==> src/rtl/cpu_sequencer.sv <==
// cpu_sequencer: multi-cycle fetch/decode/exec/writeback sequencer.
// Ports: clk, rst_n, run, imem_* fetch port, instr, dec_regwrite, rf_we, pc, retired, halted, state.
module cpu_sequencer #(
   parameter logic [31:0] RESET_PC = 32'h0000_0000,
   parameter int unsigned PC_STEP  = 4
) (
   input  logic        clk,
   input  logic        rst_n,
   input  logic        run,
   output logic        imem_req,
   output logic [31:0] imem_addr,
   input  logic        imem_ready,
   input  logic [31:0] imem_rdata,
   output logic [31:0] instr,
   input  logic        dec_regwrite,
   output logic        rf_we,
   output logic [31:0] pc,
   output logic [31:0] retired,
   output logic        halted,
   output logic [2:0]  state
);

   localparam logic [31:0] STEP = 32'(PC_STEP);

   typedef enum logic [2:0] {
      IDLE   = 3'd0,
      FETCH  = 3'd1,
      DECODE = 3'd2,
      EXEC   = 3'd3,
      WB     = 3'd4,
      TRAP   = 3'd5
   } st_t;

   st_t  st;
   logic legal;
   logic wr_ok;

   always_comb begin
      legal = 1'b0;
      unique case (instr[6:0])
         7'h13, 7'h1B, 7'h17, 7'h37: legal = 1'b1;
         default:                    legal = 1'b0;
      endcase
   end

   // x0 is hardwired; never strobe a write to it
   assign wr_ok     = dec_regwrite & (instr[11:7] != 5'd0);
   assign imem_addr = pc;
   assign state     = st;

   always_ff @(posedge clk or negedge rst_n) begin
      if (!rst_n) begin
         st       <= IDLE;
         pc       <= RESET_PC;
         instr    <= 32'd0;
         retired  <= 32'd0;
         halted   <= 1'b0;
         imem_req <= 1'b0;
         rf_we    <= 1'b0;
      end else begin
         case (st)
            IDLE: begin
               rf_we <= 1'b0;
               if (run) begin
                  st       <= FETCH;
                  imem_req <= 1'b1;
               end
            end
            FETCH: begin
               if (imem_ready) begin
                  instr    <= imem_rdata;
                  imem_req <= 1'b0;
                  st       <= DECODE;
               end
            end
            DECODE: begin
               if (legal) begin
                  st <= EXEC;
               end else begin
                  st     <= TRAP;
                  halted <= 1'b1;
               end
            end
            EXEC: begin
               // strobe is registered so it is high for exactly the WB cycle
               st    <= WB;
               rf_we <= wr_ok;
            end
            WB: begin
               rf_we   <= 1'b0;
               pc      <= pc + STEP;
               retired <= retired + 32'd1;
               if (run) begin
                  st       <= FETCH;
                  imem_req <= 1'b1;
               end else begin
                  st <= IDLE;
               end
            end
            TRAP: begin
               halted   <= 1'b1;
               imem_req <= 1'b0;
               rf_we    <= 1'b0;
            end
            default: begin
               st       <= IDLE;
               imem_req <= 1'b0;
               rf_we    <= 1'b0;
            end
         endcase
      end
   end

endmodule

==> config.mk <==
export PLATFORM = sky130hd
export DESIGN_NAME = cpu_sequencer
export DESIGN_NICKNAME = d
export VERILOG_FILES = /design/src/rtl/cpu_sequencer.sv
export SDC_FILE = /design/constraint.sdc
export NUM_CORES = 1
export LEC_CHECK = 0
export CORE_MARGIN = 2
export CORE_UTILIZATION = 48
export DETAILED_ROUTE_END_ITERATION = 8
export PLACE_DENSITY_LB_ADDON = 0.2
export SLEW_MARGIN = 20
export SYNTH_ARGS = -nofsm -noshare
export SYNTH_HDL_FRONTEND = slang
export SYNTH_SLANG_ARGS = --single-unit
==> constraint.sdc <==
create_clock -name clk -period 5.3 [get_ports clk]
set_input_delay 1.06 -clock clk [delete_from_list [all_inputs] [get_ports clk]]
set_output_delay 1.06 -clock clk [all_outputs]
set_load 0.03 [all_outputs]
==> impl.org, run 1 <==
#+TITLE: Synthesis and PnR summary

** Status
- Status :: complete, no violations

** Finish
- Sequential cell area share :: 38.8%
- Combined area of the multi-input logic cells :: 0.00188 mm²
- Non-clock buffers in the final layout number 169.
- In the final design database the tool counted 571 nets.
- Count of multi-input combinational gates :: 248
- The layout has 4 inverters outside the clock class.
- Synthesis-to-finish area growth :: 37.3%
- Clock buffer count :: 10
- Filler Cell Count :: 787
- Clock tree buffers and inverters occupy 3.16% of the routed design's cell area.
- Most used logic cell in the final layout :: sky130_fd_sc_hd__clkdlybuf4s50_1
- The number of antenna diodes in the final layout is 0.
- Top Layout Cells :: 165 x sky130_fd_sc_hd__clkdlybuf4s50_1, 100 x sky130_fd_sc_hd__dfrtp_1, 33 x sky130_fd_sc_hd__xnor2_1
- Per the area breakdown, the dominant cell category is flip-flops and latches.
- Final core utilization :: 66.9%

** Synthesis
- Fraction of the mapped netlist area in compound gates :: 1.68%
- Yosys reports a chip area of 0.00470 mm².
- Per the synthesis report, the single largest cell type by area occupies 53.2% of cell area.
- In the synthesized netlist, mux cells make up 7.67% of the area.
- Post-synth cell types :: 46
- Dominant kind of combinational cell :: simple AND/OR/NAND/NOR gates
- Count of flip-flops with a built-in enable after synthesis :: 0
- Summing the areas of all fa, ha and maj instances in the mapped netlist gives 0.532% of the synthesized area.
- Instance tally after logic synthesis :: 396
- Part of the Yosys area used for sequential elements :: 53.2%
- In this run, the synthesized area fraction spent on and/or/nand/nor cells is recorded as 18.3%.
- By count the netlist is led by 100 x sky130_fd_sc_hd__dfrtp_1, 34 x sky130_fd_sc_hd__buf_4, 33 x sky130_fd_sc_hd__xnor2_1, 28 x sky130_fd_sc_hd__mux2_2, 28 x sky130_fd_sc_hd__xor2_1.
- In the post-synthesis netlist, the biggest area contributors are sky130_fd_sc_hd__dfrtp_1 53%, sky130_fd_sc_hd__mux2_2 6.7%, sky130_fd_sc_hd__xnor2_1 6.2%.
- Cell total in the yosys stat output :: 396

** Clock tree
- TritonCTS built the clock tree.
- Post-cts hold-fix buffer tally :: 0
- Number of buffers inserted by post-CTS setup repair :: 0
- Buffers from clock root to sink, at most :: 2
- Sinks on the clock net :: 100

** Hold path
- Min-Delay Startpoint :: retired[31]
- Along the worst hold path, the cell count comes to 1.
- The path with the worst hold slack has its endpoint at retired[31].

** Setup path
- The worst setup path is launched from a flop.
- Largest delay contributor family on the critical path :: buffers and inverters
- The report puts the cell count of the worst reg-to-reg path at 4.
- Per STA, the highest per-stage delay on the worst path measures 0.78 ns.
- Worst-path fanout max :: 14
- Cells traversed along the worst timing path :: clkdlybuf4s50_1
- The STA report counts the stages on the worst setup path as 1.

** Detailed routing
- Per the detailed-route log, wirelength across all metal layers totals 10400 µm.
- Residual antenna-violating net count after detailed routing :: 0
- TritonRoute reported its final design rule violation total as 0.
- For this block, the via count after detailed routing is 3442.
- Detailed router's first-iteration violation count :: 137
- After detailed routing, the number of vias per cell comes to 5.15.

** Timing
- After layout, the worst setup slack is 2.42 ns.
- From the final report, the count of setup violators was given as 0.
- Period minus WS final :: 2.88 ns
- Worst setup skew after layout :: 0.0172 ns
- OpenROAD reports that the post-layout worst path occupies 54.3% of the period.
- Total count of max-transition violations in the final report :: 0

** Die
- Die Height :: 103 µm
- The design received a total of 133 well taps at floorplan.
- Total core area :: 0.00964 mm²

** Flow run
- Warnings raised by the tools during the run amount to 26.

** Placed design
- The placement report lists the number of port buffers as 166.
- Weighted congestion at the end of routability-driven global placement :: 0.761
- Placed cell area :: 0.00625 mm²

** Global routing
- Global routing consumed, over all layers together, 20.0% of the routing resources.
- The first global-routing pass estimated 16700 µm of wire.
- The number of antenna violations at the first check in global routing is 0.

** Power
- For this design the static power due to leakage is 2.80 nW.
[run 1: power breakdown]
| group | switching (W) | leakage (nW) | internal, W |
|---|---|---|---|
| logic | 0.000631 | 1.40 | 0.000534 |
| registers | 0.000177 | 1.30 | 0.000939 |
| clock network | 0.000249 | 0.0984 | 0.000262 |
[run 1: layer usage]
metal / track usage, % / part of all wire, %
met5: 0 / 0
met2: 32.4 / 48
met1: 25.2 / 42
met3: 7.39 / 9.1
met4: 6.28 / 1.0
[run 1: flip-flops by register name, indices dropped and copies added, names as in the netlist]
signal,flops
rf_we,1
instr,32
halted,1
imem_req,1
retired,32
imem_addr,30
state,3
run_1/clock_wires.png
(6 px per µm)
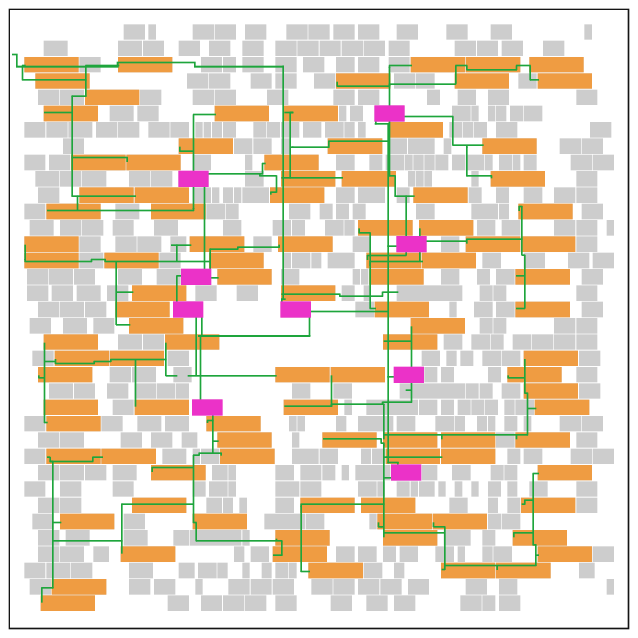
[green] clock wires | length: 1140 µm
[magenta] clock-net drivers | count: 9
[orange] flip-flops | count: 100
routed clock nets: 10
flops lie: all over the die

run_1/floorplan.png
(4 px per µm) Pins as bars on the die edge.
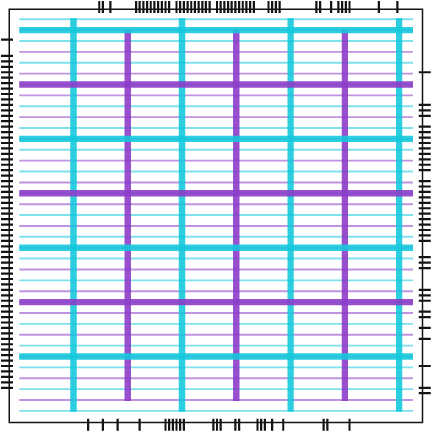
[cyan] VSS
[purple] VDD
met4 straps: 7
met5 straps: 7

run_1/congestion_map.png
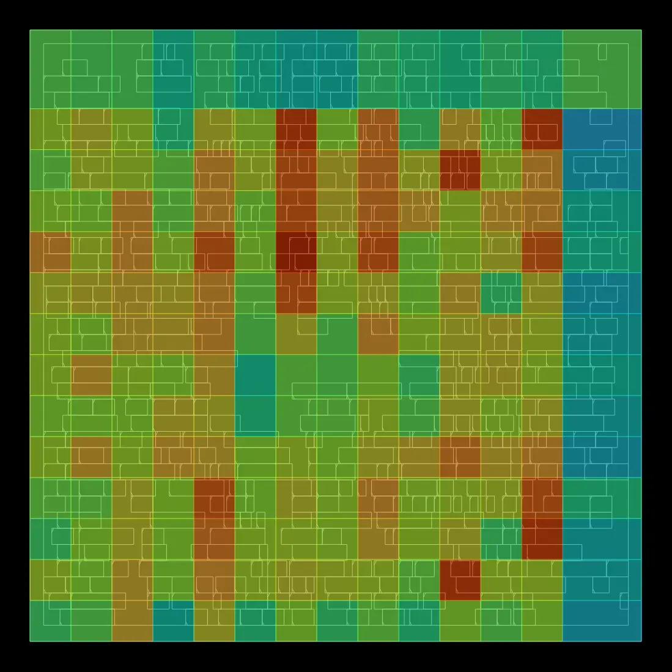
fraction of met2 tracks used by global routing: 32.4%
most congested layer reported by global routing: met2
routing usage on met1: 25.2%
mean routed wirelength per cell: 15.6 µm

run_1/ff_map.png
(4 px per µm) Other sequential cells in the stronger grey, the rest of the logic in the fainter grey.
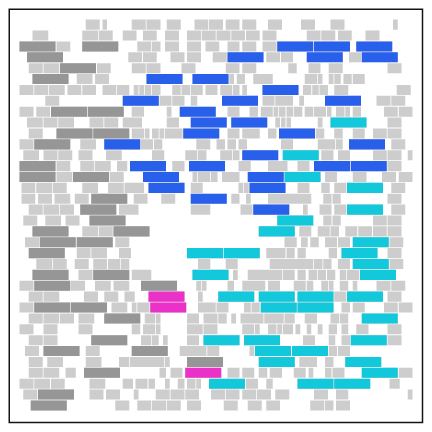
[cyan] retired | flops: 32
[blue] imem_addr | flops: 30
[magenta] state | flops: 3

==> run 2, diff against run 1 <==
Settings changed: CORE_UTILIZATION 48 to 41.
Clock period 5.3 ns to 2.42 ns, I/O delays scaled along.
==> run 2 against run 1 <==
First-iteration DRC count increased by 11%. Utilization is 8.2 points lower. Final cell count up 2.4%. Critical path depth is the same. Largest cell class unchanged. Largest power group unchanged.
==> impl.org, run 2 <==
#+TITLE: Synthesis and PnR summary

** Status
- The flow ran to the end, and the final reports show no timing, DRC or antenna violations.

** Power
- The dominant power group in this design is combinational cells.
- Clk network pwr share :: 23.7%
- For this design the total switching power over the nets is 0.00239 W.
- The power report attributes to the combinational group a share of 40.0%.
- Sequential share of power :: 36.4%
- Net switching is 36.1% of the power.

** Detailed routing
- Met2 Wirelength :: 5140 µm
- After detailed routing, the total wire length is 11100 µm.
- Per the detail_route log, met3 wirelength is 1070 µm.
- Via count :: 3506
- Detail-routed via count per cell :: 5.13
- In this run the top signal layer used is met4.
- After detailed routing, the wire length on met1 is 4690 µm.
- Residual antenna-violating net count after detailed routing :: 0

** Die
- Die Height :: 111 µm
- The floorplan step defined a core boundary enclosing 0.0113 mm².

** Setup path
- Worst-path fanout max :: 15
- Longest individual stage delay on the worst path :: 0.77 ns
- Critical Path Source Type :: flop
- Worst Reg-to-Reg Cells :: 4
- On the critical path the largest part of the delay comes from buffers and inverters.

** Finish
- Most used logic cell in the final layout :: sky130_fd_sc_hd__clkdlybuf4s50_1
- Final core utilization :: 58.7%
- Top Layout Cells :: 165 x sky130_fd_sc_hd__clkdlybuf4s50_1, 100 x sky130_fd_sc_hd__dfrtp_1, 33 x sky130_fd_sc_hd__xnor2_1
- Layout Nets :: 576

** Clock tree
- TritonCTS clock tree :: yes

** Synthesis
- For reference, compound AND-OR and OR-AND cells occupy 1.68% of the area reported after synthesis.
- Of the post-synthesis cell area, the part taken by muxes is 7.67%.
- The post-synth count of flops with an enable pin is 0.
- Chip area from the yosys synthesis statistics :: 0.00470 mm²
- Most numerous cell types in the synthesized netlist :: 100 x sky130_fd_sc_hd__dfrtp_1, 34 x sky130_fd_sc_hd__buf_4, 33 x sky130_fd_sc_hd__xnor2_1, 28 x sky130_fd_sc_hd__mux2_2, 28 x sky130_fd_sc_hd__xor2_1
- Basic Gates by Area :: 18.3%
- Post-synth cell types :: 46
- Among the non-sequential cells, simple AND/OR/NAND/NOR gates take the most area.

** Timing
- OpenROAD reports that the post-layout worst path occupies 92.2% of the period.
- Between clock sinks in the finished design, the worst skew comes to 0.00776 ns.
- Setup slack closes at 0.190 ns.
- Total count of max-transition violations in the final report :: 0

** Global routing
- Grt met3 use :: 6.56%
- Summed over all routing layers, the global router reports a total usage of 18.1%.
- The global routing report lists met1 layer usage as 24.0%.

** Placed design
- Placed cell area :: 0.00632 mm²
- The count of buffers added on input and output ports is 166.
-- run 2: worst max-delay path by stage --
stage,slack [ns],startpoint,to,depth (start not counted)
floorplan,0.52,state[1],instr[1],4
CTS,0.19,state[0],state[0],1
finish,0.19,state[0],state[0],1
global route,0.13,state[0],state[0],1
detailed placement,0.36,state[0],retired[31],4
global placement,0.41,imem_ready,instr[26],5
-- run 2: layout make-up --
| cell class | instances | area share, % |
|---|---|---|
| repair buffers | 174 | 26.2 |
| well taps | 143 | 2.69 |
| clock buffers | 11 | 3.80 |
| clock inverters | 4 | 1.09 |
| flip-flops and latches | 100 | 37.6 |
| multi-input cells | 248 | 28.3 |
| inverters | 4 | 0.226 |
run_2/floorplan.png
(3 px per µm) Pins as bars on the die edge.
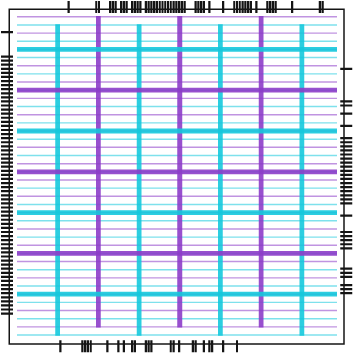
[cyan] VSS
[purple] VDD
rows: 39
met5 straps: 7
met4 straps: 7

run_2/ff_map.png
(4 px per µm) Other sequential cells in the stronger grey, the rest of the logic in the fainter grey.
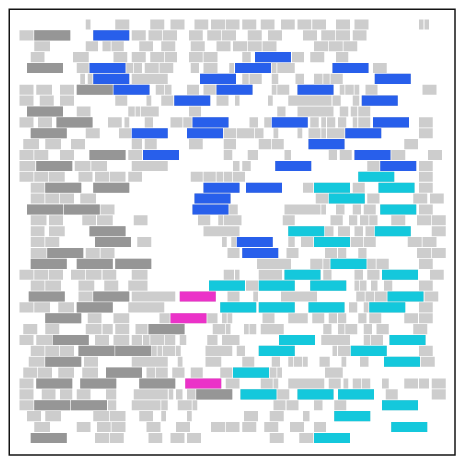
[cyan] retired | flops: 32
[blue] imem_addr | flops: 30
[magenta] state | flops: 3

==> run 3, diff against run 2 <==
Settings changed: CTS_CLUSTER_SIZE set to 8, SKIP_CTS_REPAIR_TIMING set to 1.
==> run 3 against run 2 <==
Via count unchanged. Clock power is essentially flat. Critical path type unchanged. Cell area unchanged. Utilization did not move.
==> impl.org, run 3 <==
#+TITLE: Synthesis and PnR summary

** Power
- Clock group power :: 0.00157 W
- Total sequential power :: 0.00241 W
- Sequential share of power :: 36.4%
- Clk network pwr share :: 23.7%
- The switching portion of total power comes to 36.1%.
- Combinational power :: 0.00264 W
- The analysis attributes to cell leakage a power of 2.89 nW.
- Internal cell power :: 0.00422 W

** Timing
- For the finished layout, the period the worst path requires is 2.23 ns.
- For reference, the final report shows the max-slew violation count at 0.
- In the final report, the number of endpoints failing setup comes to 0.
- Crit path setup slack, layout :: 0.190 ns

** Global routing
- All-layer global routing usage :: 18.1%
- First-pass GRT wire length :: 18100 µm
- The number of antenna violations at the first check in global routing was 0.

** Detailed routing
- In the final routed layout, each cell accounts on average for 16.2 µm.
- # DRC :: 0
- Routed signal wires occupy layers up through met4.
- Once detail routing completed, the nets flagged for antenna violations numbered 0.
- Routed length on met3 :: 1070 µm
- Detailed-route iteration 0 reported a violation count of 152.
- Final wirelength :: 11100 µm

** Finish
- Layout buffering overhead excluding clock cells :: 26.2%
- Layout Nets :: 576
- Sequential cell area share :: 37.6%
- Count of multi-input combinational gates :: 248
- Flip-flops :: 100
- Antenna diode count :: 0
- Per the final report, the share of cell area in clock cells is 4.89%.
- Top Layout Cells :: 165 x sky130_fd_sc_hd__clkdlybuf4s50_1, 100 x sky130_fd_sc_hd__dfrtp_1, 33 x sky130_fd_sc_hd__xnor2_1
- Between the synthesized netlist and the finished layout, the area growth was recorded as 41.5%.
- Non-clock inverters in the final layout number 4.
- Combined area of the multi-input logic cells :: 0.00188 mm²

** Synthesis
- Biggest area contributors in the synthesized netlist :: sky130_fd_sc_hd__dfrtp_1 53%, sky130_fd_sc_hd__mux2_2 6.7%, sky130_fd_sc_hd__xnor2_1 6.2%
- After synthesis, the largest area contributor takes up 53.2% of total cell area.
- Cell total in the yosys stat output :: 396
- Most numerous cell types in the synthesized netlist :: 100 x sky130_fd_sc_hd__dfrtp_1, 34 x sky130_fd_sc_hd__buf_4, 33 x sky130_fd_sc_hd__xnor2_1, 28 x sky130_fd_sc_hd__mux2_2, 28 x sky130_fd_sc_hd__xor2_1
- Post-synth cell types :: 46

** Setup path
- The critical path maximum fanout is 15.
- STA classifies the critical path startpoint as a flop.

** Die
- The flow inserted 143 tap cells.

** Status
- Status :: complete, no violations

** Clock tree
- TritonCTS clock tree :: yes
==> run 3: cell counts after synthesis <==
Identical to the previous run, type by type.
==> run 3: final timing paths <==
check                               from            end  slack (ns)  depth (start not counted)
worst min register to register    halted         halted        0.48                          2
worst max register to register  state[0]    retired[31]        0.33                          4
worst max-delay path            state[0]       state[0]        0.19                          1
min in group clk                  halted         halted        0.48                          2
worst min-delay path               rst_n    retired[12]        0.07                          1
max in group asynchronous          rst_n  imem_addr[15]        1.65                          2
==> run 3: cell families after synthesis <==
group | after synthesis | synth area share (%)
compound gates | 11 | 1.68
simple gates | 138 | 18.3
xor+xnor | 61 | 11.4
flops | 100 | 53.2
other cells | 1 | 0.0798
buf+inv | 51 | 7.11
fa+ha+maj | 2 | 0.532
mux | 32 | 7.67
run_3/floorplan.png
(3 px per µm) Pins as bars on the die edge.
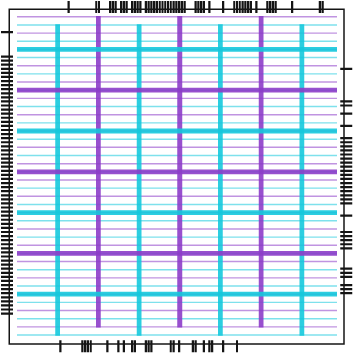
total core area: 0.0113 mm²
maximum resistive drop on vdd: 0.727 mV

run_3/clock_wires.png
(4 px per µm)
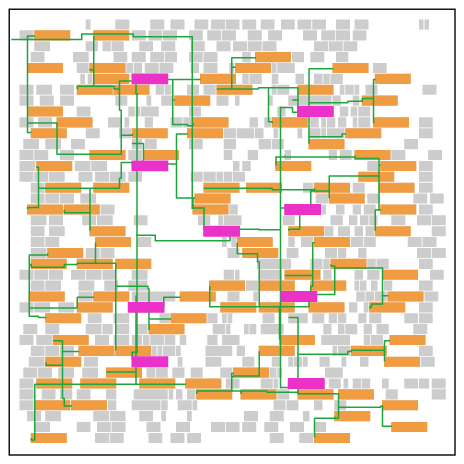
[orange] flip-flops | count: 100
[magenta] clock-net drivers | count: 9
[green] clock wires | length: 1290 µm
routed clock nets: 10


==> notes/layouts.md <==
Pictures saved along the way, in no particular order.

Cell classes on the final placement.
(4 px per µm) Fill, decap, tap and diode cells in grey.
picture 1
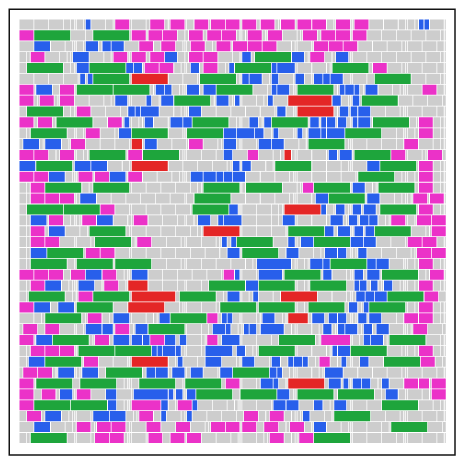
picture 2
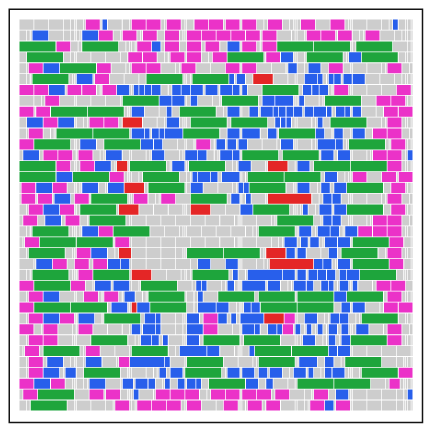
For run 2, see picture 1.
For run 1, see picture 2.

Power figures rest on the tool's default switching activity, not on a simulated workload.
